==> src/rtl/router_pkg.sv <==
`default_nettype none
// ---------------------------------------------------------------------------
// router_pkg
//   Shared definitions for the 1x3 router control slice: FSM state
//   encoding, header field positions and small port-select helpers.
//   Rev 1.0  initial release
// ---------------------------------------------------------------------------
package router_pkg;

   localparam int NUM_PORTS = 3;

   // Address value that does not map to any output port
   localparam logic [1:0] ADDR_INVALID = 2'd3;

   // Header byte layout: [7:2] payload length, [1:0] destination
   localparam int HDR_ADDR_LSB = 0;
   localparam int HDR_ADDR_MSB = 1;
   localparam int HDR_LEN_LSB  = 2;
   localparam int HDR_LEN_MSB  = 7;

   typedef enum logic [2:0] {
      DECODE_ADDRESS     = 3'd0,
      LOAD_FIRST_DATA    = 3'd1,
      LOAD_DATA          = 3'd2,
      LOAD_PARITY        = 3'd3,
      CHECK_PARITY_ERROR = 3'd4,
      FIFO_FULL_STATE    = 3'd5,
      LOAD_AFTER_FULL    = 3'd6,
      WAIT_TILL_EMPTY    = 3'd7
   } state_t;

   // Select one per-port flag by 2-bit address; the invalid address reads 0
   function automatic logic port_bit(input logic [NUM_PORTS-1:0] vec,
                                     input logic [1:0]           addr);
      case (addr)
         2'd0:    return vec[0];
         2'd1:    return vec[1];
         2'd2:    return vec[2];
         default: return 1'b0;
      endcase
   endfunction

   // One-hot port strobe for a 2-bit address; the invalid address gives 0
   function automatic logic [NUM_PORTS-1:0] port_onehot(input logic [1:0] addr);
      case (addr)
         2'd0:    return 3'b001;
         2'd1:    return 3'b010;
         2'd2:    return 3'b100;
         default: return 3'b000;
      endcase
   endfunction

endpackage
`default_nettype wire

==> src/rtl/router_timeout.sv <==
`default_nettype none
// ---------------------------------------------------------------------------
// router_timeout
//   Idle-read watchdog for one output port. Counts consecutive cycles in
//   which the port holds data that its destination is not reading and
//   issues a one-cycle soft_reset on the TIMEOUT-th such cycle.
//   Rev 1.0  initial release
// ---------------------------------------------------------------------------
module router_timeout #(
   parameter int TIMEOUT = 30
) (
   input  logic clock,
   input  logic resetn,
   input  logic valid,
   input  logic read_enb,
   output logic soft_reset
);

   logic [4:0] cnt;

   // Count unread cycles; a read or an empty FIFO restarts the count, and
   // hitting the terminal count pulses soft_reset and wraps to zero
   always_ff @(posedge clock) begin
      if (!resetn) begin
         cnt        <= 5'd0;
         soft_reset <= 1'b0;
      end else if (!valid || read_enb) begin
         cnt        <= 5'd0;
         soft_reset <= 1'b0;
      end else if (cnt == 5'(TIMEOUT - 1)) begin
         cnt        <= 5'd0;
         soft_reset <= 1'b1;
      end else begin
         cnt        <= cnt + 5'd1;
         soft_reset <= 1'b0;
      end
   end

endmodule
`default_nettype wire

==> src/rtl/router_ctrl.sv <==
`default_nettype none
// ---------------------------------------------------------------------------
// router_ctrl
//   Control FSM of the 1x3 router. Decodes the header, sequences writes
//   into the addressed output FIFO, handles full stalls and the parity
//   phase, and aborts the packet when the addressed port is soft-reset.
//   Rev 1.0  initial release
// ---------------------------------------------------------------------------
module router_ctrl
   import router_pkg::*;
#(
   parameter int TIMEOUT = 30,
   parameter int NPORTS  = NUM_PORTS
) (
   input  logic              clock,
   input  logic              resetn,
   input  logic              pkt_valid,
   input  logic [7:0]        data_in,
   input  logic [NPORTS-1:0] fifo_full,
   input  logic [NPORTS-1:0] fifo_empty,
   input  logic [NPORTS-1:0] read_enb,
   input  logic              parity_done,
   input  logic              low_pkt_valid,
   output logic [NPORTS-1:0] write_enb,
   output logic              lfd_state,
   output logic              ld_state,
   output logic              laf_state,
   output logic              full_state,
   output logic              detect_add,
   output logic              rst_int_reg,
   output logic              busy,
   output logic [NPORTS-1:0] valid_out,
   output logic [NPORTS-1:0] soft_reset
);

   state_t     state;
   state_t     next_state;
   logic [1:0] addr_q;
   logic [1:0] next_addr;
   logic [1:0] hdr_addr;
   logic       unused_hdr_len;

   assign hdr_addr       = data_in[HDR_ADDR_MSB:HDR_ADDR_LSB];
   // Payload length is tracked by the source, not by this block
   assign unused_hdr_len = ^data_in[HDR_LEN_MSB:HDR_LEN_LSB];

   assign valid_out = ~fifo_empty;

   // One idle-read watchdog per output port
   generate
      for (genvar i = 0; i < NPORTS; i++) begin : g_timeout
         router_timeout #(
            .TIMEOUT    (TIMEOUT)
         ) u_timeout (
            .clock      (clock),
            .resetn     (resetn),
            .valid      (valid_out[i]),
            .read_enb   (read_enb[i]),
            .soft_reset (soft_reset[i])
         );
      end
   endgenerate

   // Next-state and next-address selection; a flush of the active port
   // abandons the packet from any state except address decode
   always_comb begin
      next_state = state;
      next_addr  = addr_q;
      if (state != DECODE_ADDRESS && port_bit(soft_reset, addr_q)) begin
         next_state = DECODE_ADDRESS;
      end else begin
         case (state)
            DECODE_ADDRESS: begin
               if (pkt_valid && hdr_addr != ADDR_INVALID) begin
                  next_addr = hdr_addr;
                  if (port_bit(fifo_empty, hdr_addr))
                     next_state = LOAD_FIRST_DATA;
                  else
                     next_state = WAIT_TILL_EMPTY;
               end
            end
            LOAD_FIRST_DATA: next_state = LOAD_DATA;
            LOAD_DATA: begin
               if (port_bit(fifo_full, addr_q))
                  next_state = FIFO_FULL_STATE;
               else if (!pkt_valid)
                  next_state = LOAD_PARITY;
            end
            LOAD_PARITY: next_state = CHECK_PARITY_ERROR;
            CHECK_PARITY_ERROR: begin
               if (port_bit(fifo_full, addr_q))
                  next_state = FIFO_FULL_STATE;
               else
                  next_state = DECODE_ADDRESS;
            end
            FIFO_FULL_STATE: begin
               if (!port_bit(fifo_full, addr_q))
                  next_state = LOAD_AFTER_FULL;
            end
            LOAD_AFTER_FULL: begin
               if (parity_done)
                  next_state = DECODE_ADDRESS;
               else if (low_pkt_valid)
                  next_state = LOAD_PARITY;
               else
                  next_state = LOAD_DATA;
            end
            WAIT_TILL_EMPTY: begin
               if (port_bit(fifo_empty, addr_q))
                  next_state = LOAD_FIRST_DATA;
            end
            default: next_state = DECODE_ADDRESS;
         endcase
      end
   end

   // State/address register with Moore outputs registered from the
   // incoming state, so they track the state register cycle for cycle
   always_ff @(posedge clock) begin
      if (!resetn) begin
         state       <= DECODE_ADDRESS;
         addr_q      <= 2'd0;
         write_enb   <= '0;
         lfd_state   <= 1'b0;
         ld_state    <= 1'b0;
         laf_state   <= 1'b0;
         full_state  <= 1'b0;
         detect_add  <= 1'b1;
         rst_int_reg <= 1'b0;
         busy        <= 1'b0;
      end else begin
         state       <= next_state;
         addr_q      <= next_addr;
         write_enb   <= '0;
         lfd_state   <= 1'b0;
         ld_state    <= 1'b0;
         laf_state   <= 1'b0;
         full_state  <= 1'b0;
         detect_add  <= 1'b0;
         rst_int_reg <= 1'b0;
         busy        <= 1'b0;
         case (next_state)
            DECODE_ADDRESS: detect_add <= 1'b1;
            LOAD_FIRST_DATA: begin
               lfd_state <= 1'b1;
               busy      <= 1'b1;
               write_enb <= port_onehot(next_addr);
            end
            LOAD_DATA: begin
               ld_state  <= 1'b1;
               write_enb <= port_onehot(next_addr);
            end
            LOAD_PARITY: begin
               busy      <= 1'b1;
               write_enb <= port_onehot(next_addr);
            end
            CHECK_PARITY_ERROR: begin
               rst_int_reg <= 1'b1;
               busy        <= 1'b1;
            end
            FIFO_FULL_STATE: begin
               full_state <= 1'b1;
               busy       <= 1'b1;
            end
            LOAD_AFTER_FULL: begin
               laf_state <= 1'b1;
               busy      <= 1'b1;
               write_enb <= port_onehot(next_addr);
            end
            WAIT_TILL_EMPTY: busy <= 1'b1;
            default: detect_add <= 1'b1;
         endcase
      end
   end

endmodule
`default_nettype wire

==> config.mk <==
export PLATFORM = sky130hd
export DESIGN_NAME = router_ctrl
export DESIGN_NICKNAME = d
export VERILOG_FILES = /design/src/rtl/router_pkg.sv /design/src/rtl/router_timeout.sv /design/src/rtl/router_ctrl.sv
export SDC_FILE = /design/constraint.sdc
export NUM_CORES = 1
export LEC_CHECK = 0
export CAP_MARGIN = 0
export CORE_MARGIN = 10
export CORE_UTILIZATION = 52
export CTS_CLUSTER_DIAMETER = 40
export CTS_CLUSTER_SIZE = 20
export DETAILED_ROUTE_END_ITERATION = 12
export GPL_ROUTABILITY_DRIVEN = 0
export PLACE_DENSITY = 0.82
export SLEW_MARGIN = 20
export SYNTH_ARGS = -nofsm -noshare
export SYNTH_HDL_FRONTEND = slang
export SYNTH_HIERARCHICAL = 1
export SYNTH_SLANG_ARGS = --single-unit
==> constraint.sdc <==
create_clock -name clock -period 4.8 [get_ports clock]
set_input_delay 0.96 -clock clock [delete_from_list [all_inputs] [get_ports clock]]
set_output_delay 0.96 -clock clock [all_outputs]
set_load 0.01 [all_outputs]
Figure 1. M1 wires (run 1).
Drawn at 4 px/µm.
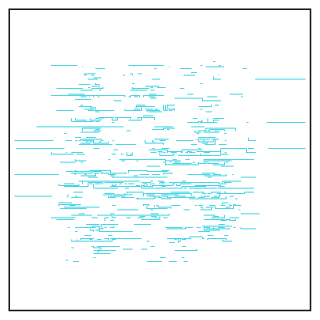
The longest straight run is 21.6 µm. The wires run mostly horizontal. 203 nets have wire on it. The layer holds 41% of the routed length.

Figure 2. Register map, names as in the netlist (run 1).
Drawn at 6 px/µm. Other sequential cells in the stronger gray, the rest of the logic in the fainter gray.
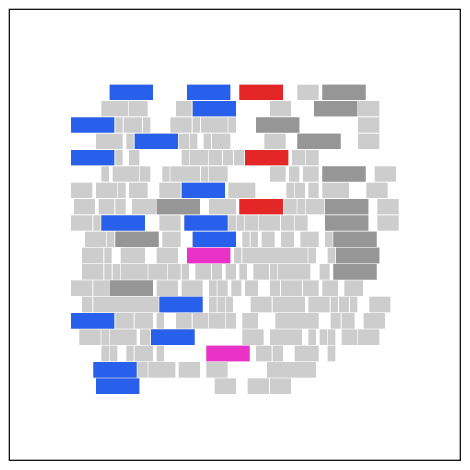
Key: magenta = `addr_q` [placed flops 2]; blue = `g_timeout.u_timeout/cnt` [placed flops 15]; red = `write_enb` [placed flops 3]
Another 13 sequential cells are not colored.

==> results.cfg, run 1 <==
; flow metrics
[yosys]
postSynthAreaPerCell_um2 = 9.452
post_synth_xor_area_fraction = 0.05024
topCellsByArea = sky130_fd_sc_hd__dfxtp_1, sky130_fd_sc_hd__nor2_1, sky130_fd_sc_hd__ha_1
netlist_instances = 166
synthAdderAreaFrac = 0.05502
synth.logic.top_family = simple AND/OR/NAND/NOR gates
ys_async_sr_fraction = 0
synth_top_flop_cell = sky130_fd_sc_hd__dfxtp_1
fp_nets = 194
yosys.cell_types.count = 47
synth.cellmix.simpleShare = 0.2576
ys_sh_mux = 0.04625
synth.yosys.chip_area_um2 = 1569
enable_flop_cells = 0
synth_flop_count = 33

[global_routing]
first_global_vias = 1261
grt_start_max_net_pins = 12
grt_antenna_before_repair = 0

[floorplanning]
core_area_um2 = 2829
floorplan.initialDensity = 0.5546
rows = 19
taps = 31
fp.dieH_um = 74.93

[sta]
worst_slew_pin_slew_ns = 0.5282
slew-limit-headroom = 0.6452
finalHoldWorstSlack_ns = 0.4792

[power]
pg_comb_mw = 0.379
pwr_cell_area_nw_per_um2 = 489.8
power_report.internal_total_mw = 0.6547
power.static_leakage_nw = 0.7850
proportion_of_total_power_due_to_net_switching = 0.3306
pwr.group.clock_mw = 0.255
clock_power_share = 0.261
dominant_power_group = combinational logic

[clock_network]
cts.repair.resized = 0
cts.sinks = 33
clk_latency_ns = 0.34
cts_buffers = 5
worst_setup_hold_path_clk_slew_ns = 0.10
cts.repair_timing.setup_buffer_count = 0
cts-htree-levels = 2

[setup_path]
cp.buffers_inverters = 3
worst-path-stages = 3
required_ns = 3.84
critical_path.startpoint_type = input pin
reg_to_reg_critical_path_endpoint = write_enb[1]
worstPathCellList = clkdlybuf4s50_1 > inv_1 > clkdlybuf4s50_1
setup.worst_path.end_class = primary output
worst-path-max-fanout = 3
reg2reg_setup_slack_ns = 2.84

[layout]
layout.cells.largest_class = combinational gates
postLayoutCellArea_um2 = 1997
num-nonclk-inverters = 11
clock_buffers = 5
finalNonFillerCells = 233
registers.top_by_ff_count = g_timeout.u_timeout/cnt
final_common_cell = sky130_fd_sc_hd__dfxtp_1
logic_area_um2 = 843.3
layout.cells.most_common_list = sky130_fd_sc_hd__dfxtp_1, sky130_fd_sc_hd__clkdlybuf4s50_1, sky130_fd_sc_hd__nor2_1
clock_tree_area_fraction = 0.05138
diodes = 0
nets = 229
area.share.sequential = 0.3308

[routing]
drt_pre_antenna_iters = 4
drcViolationCount = 0
postRouteAntennaNets = 0
m1WireLength_um = 1313
vias = 1263
drt_iter0_markers = 35
met2RoutedLength_um = 1501
met3_length_um = 293

[placed_design]
numPortBuffers = 31
placedCellCount = 225
detailed_place_hpwl_um = 2517

[worst_hold_path]
timing.hold.worst.class = flop to flop
hold-path-endpoint = g_timeout[1].u_timeout/cnt[0]
timing.hold.worst_path_depth = 1

[outcome]
status = finished clean
Figure 3. Track usage over the die (run 1).
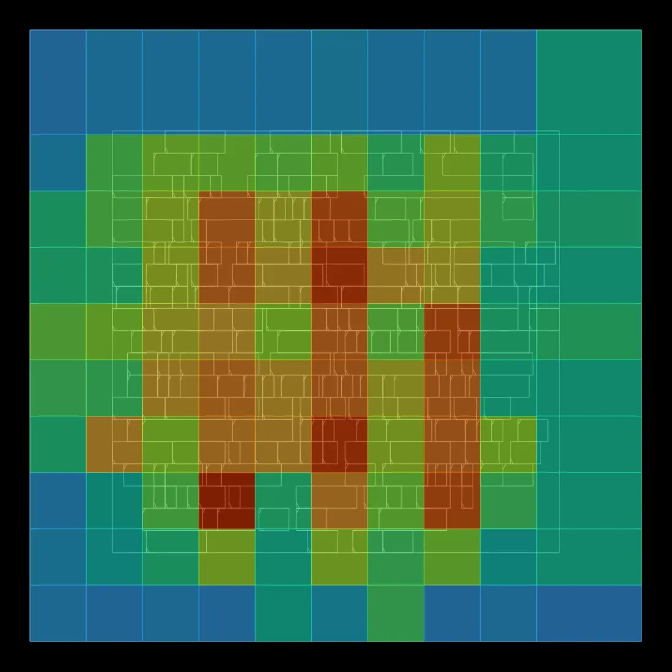
layer with the highest usage after global routing: met2
total track usage: 0.1281
GR Util met2: 0.2114
end-of-flow core utilization: 0.7059

==> run 2: changes to the inputs <==
--- a/config.mk
+++ b/config.mk
@@ -7,12 +7,12 @@
 export LEC_CHECK = 0
 export CAP_MARGIN = 0
 export CORE_MARGIN = 10
-export CORE_UTILIZATION = 52
+export CORE_UTILIZATION = 48
 export CTS_CLUSTER_DIAMETER = 40
 export CTS_CLUSTER_SIZE = 20
 export DETAILED_ROUTE_END_ITERATION = 12
 export GPL_ROUTABILITY_DRIVEN = 0
-export PLACE_DENSITY = 0.82
+export PLACE_DENSITY = 0.77
 export SLEW_MARGIN = 20
 export SYNTH_ARGS = -nofsm -noshare
 export SYNTH_HDL_FRONTEND = slang
==> constraint.sdc (replaced) <==
create_clock -name clock -period 3.1 [get_ports clock]
set_input_delay 0.62 -clock clock [delete_from_list [all_inputs] [get_ports clock]]
set_output_delay 0.62 -clock clock [all_outputs]
set_load 0.01 [all_outputs]
==> run 2 against run 1 <==
Effect of this change:
- synthesized cell count stayed put
- clock-buffer cell count grew 2
- sequential power grew 54%
- hold slack got worse by 0.0070 ns
- worst setup slack got worse by 1.0 ns
- highest routed layer unchanged
- flip-flop count unchanged
- design area is essentially flat
- sequential share of layout area is essentially flat
- critical endpoint unchanged
- critical path type unchanged
- register-to-register slack got worse by 1.7 ns
==> results.cfg, run 2 <==
; flow metrics
[yosys]
synth.cellmix.simpleShare = 0.2576
topCellsByArea = sky130_fd_sc_hd__dfxtp_1, sky130_fd_sc_hd__nor2_1, sky130_fd_sc_hd__ha_1
synth.yosys.chip_area_um2 = 1569
enable_flop_cells = 0
synthAdderAreaFrac = 0.05502
post_synth_xor_area_fraction = 0.05024
ys_async_sr_fraction = 0
synth_flop_count = 33
fp_nets = 194
synth.logic.top_family = simple AND/OR/NAND/NOR gates
ys_sh_mux = 0.04625
postSynthAreaPerCell_um2 = 9.452

[setup_path]
setup.worst_path.end_class = primary output
required_ns = 2.48
critical_path.startpoint_type = input pin
worstPathCellList = clkdlybuf4s50_1 > inv_1 > clkdlybuf4s50_1
reg_to_reg_critical_path_endpoint = laf_state
r2r_cells = 6
reg2reg_setup_slack_ns = 1.18
worst-path-max-fanout = 3
worst-path-stages = 3

[clock_network]
cts-htree-levels = 2
clk_latency_ns = 0.34
worst_setup_hold_path_clk_slew_ns = 0.10
cts.repair_timing.setup_buffer_count = 0
cts.sinks = 33
cts.repair.resized = 0
cts_buffers = 5

[power]
pg_comb_mw = 0.594
dominant_power_group = combinational logic
power.static_leakage_nw = 0.7753
clock_power_share = 0.229
proportion_of_total_power_due_to_net_switching = 0.3440
total_switching_power_mw = 0.5016
power_report.internal_total_mw = 0.9567
pwr.group.clock_mw = 0.334
pwr_cell_area_nw_per_um2 = 730.7

[layout]
area.share.sequential = 0.3310
layout.cells.most_common_list = sky130_fd_sc_hd__dfxtp_1, sky130_fd_sc_hd__clkdlybuf4s50_1, sky130_fd_sc_hd__nor2_1
clock_tree_area_fraction = 0.04263
layout.cells.largest_class = combinational gates
logic_area_um2 = 843.3
clock_buffers = 7
diodes = 0
final_common_cell = sky130_fd_sc_hd__dfxtp_1
postLayoutCellArea_um2 = 1996
nets = 229
num-nonclk-inverters = 11
finalNonFillerCells = 246
registers.top_by_ff_count = g_timeout.u_timeout/cnt

[routing]
met2RoutedLength_um = 1522
m1WireLength_um = 1363
drcViolationCount = 0
drt_iter0_markers = 51
vias = 1257
met3_length_um = 288
postRouteAntennaNets = 0

[worst_hold_path]
hold-path-endpoint = g_timeout[0].u_timeout/cnt[0]
timing.hold.worst_path_depth = 1
worst_hold_startpoint = g_timeout[0].u_timeout/cnt[0]
timing.hold.worst.class = flop to flop

[global_routing]
grt_start_max_net_pins = 11
grt.busiest_layer = met2
first_global_vias = 1236
grt_antenna_before_repair = 0

[sta]
worst_slew_pin_slew_ns = 0.5569
finalHoldWorstSlack_ns = 0.4722
setup_repair_after_global_routing_missed_its_margin = no
slew-limit-headroom = 0.6259

[floorplanning]
core_area_um2 = 3103
fp.dieH_um = 77.18
floorplan.initialDensity = 0.5056

[placed_design]
detailed_place_hpwl_um = 2595
numPortBuffers = 31
placedCellCount = 238

[outcome]
status = finished clean
Figure 4. M1 wires (run 2).
Drawn at 4 px/µm.
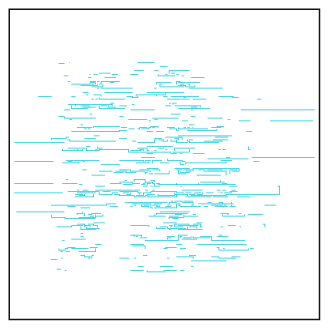
The layer carries 1360 µm of wire. The layer holds 42% of the routed length. The wires run mostly horizontal. The longest straight run is 19.3 µm.

Figure 5. Track usage over the die (run 2).
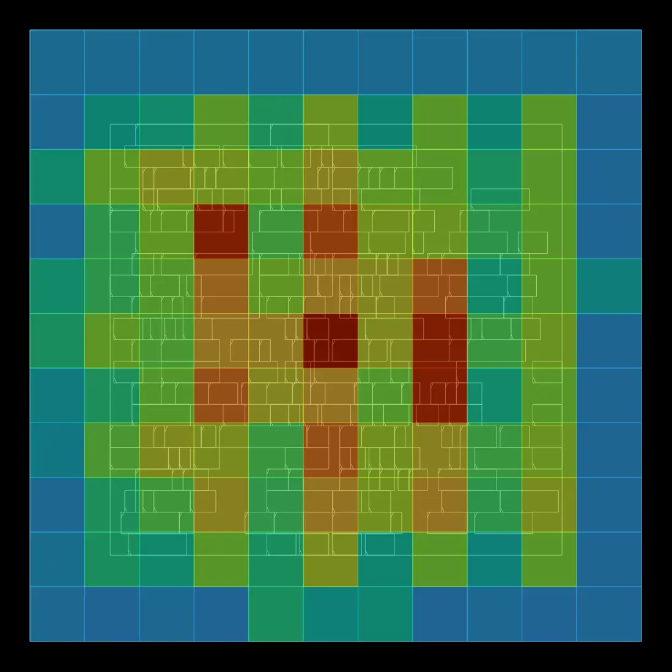
end-of-flow core utilization: 0.6431
met1 usage in global routing: 0.1141
total track usage: 0.1088
GR Util met2: 0.1773
wire per inst: 13.15 µm

Power figures rest on the tool's default switching activity, not on a simulated workload.
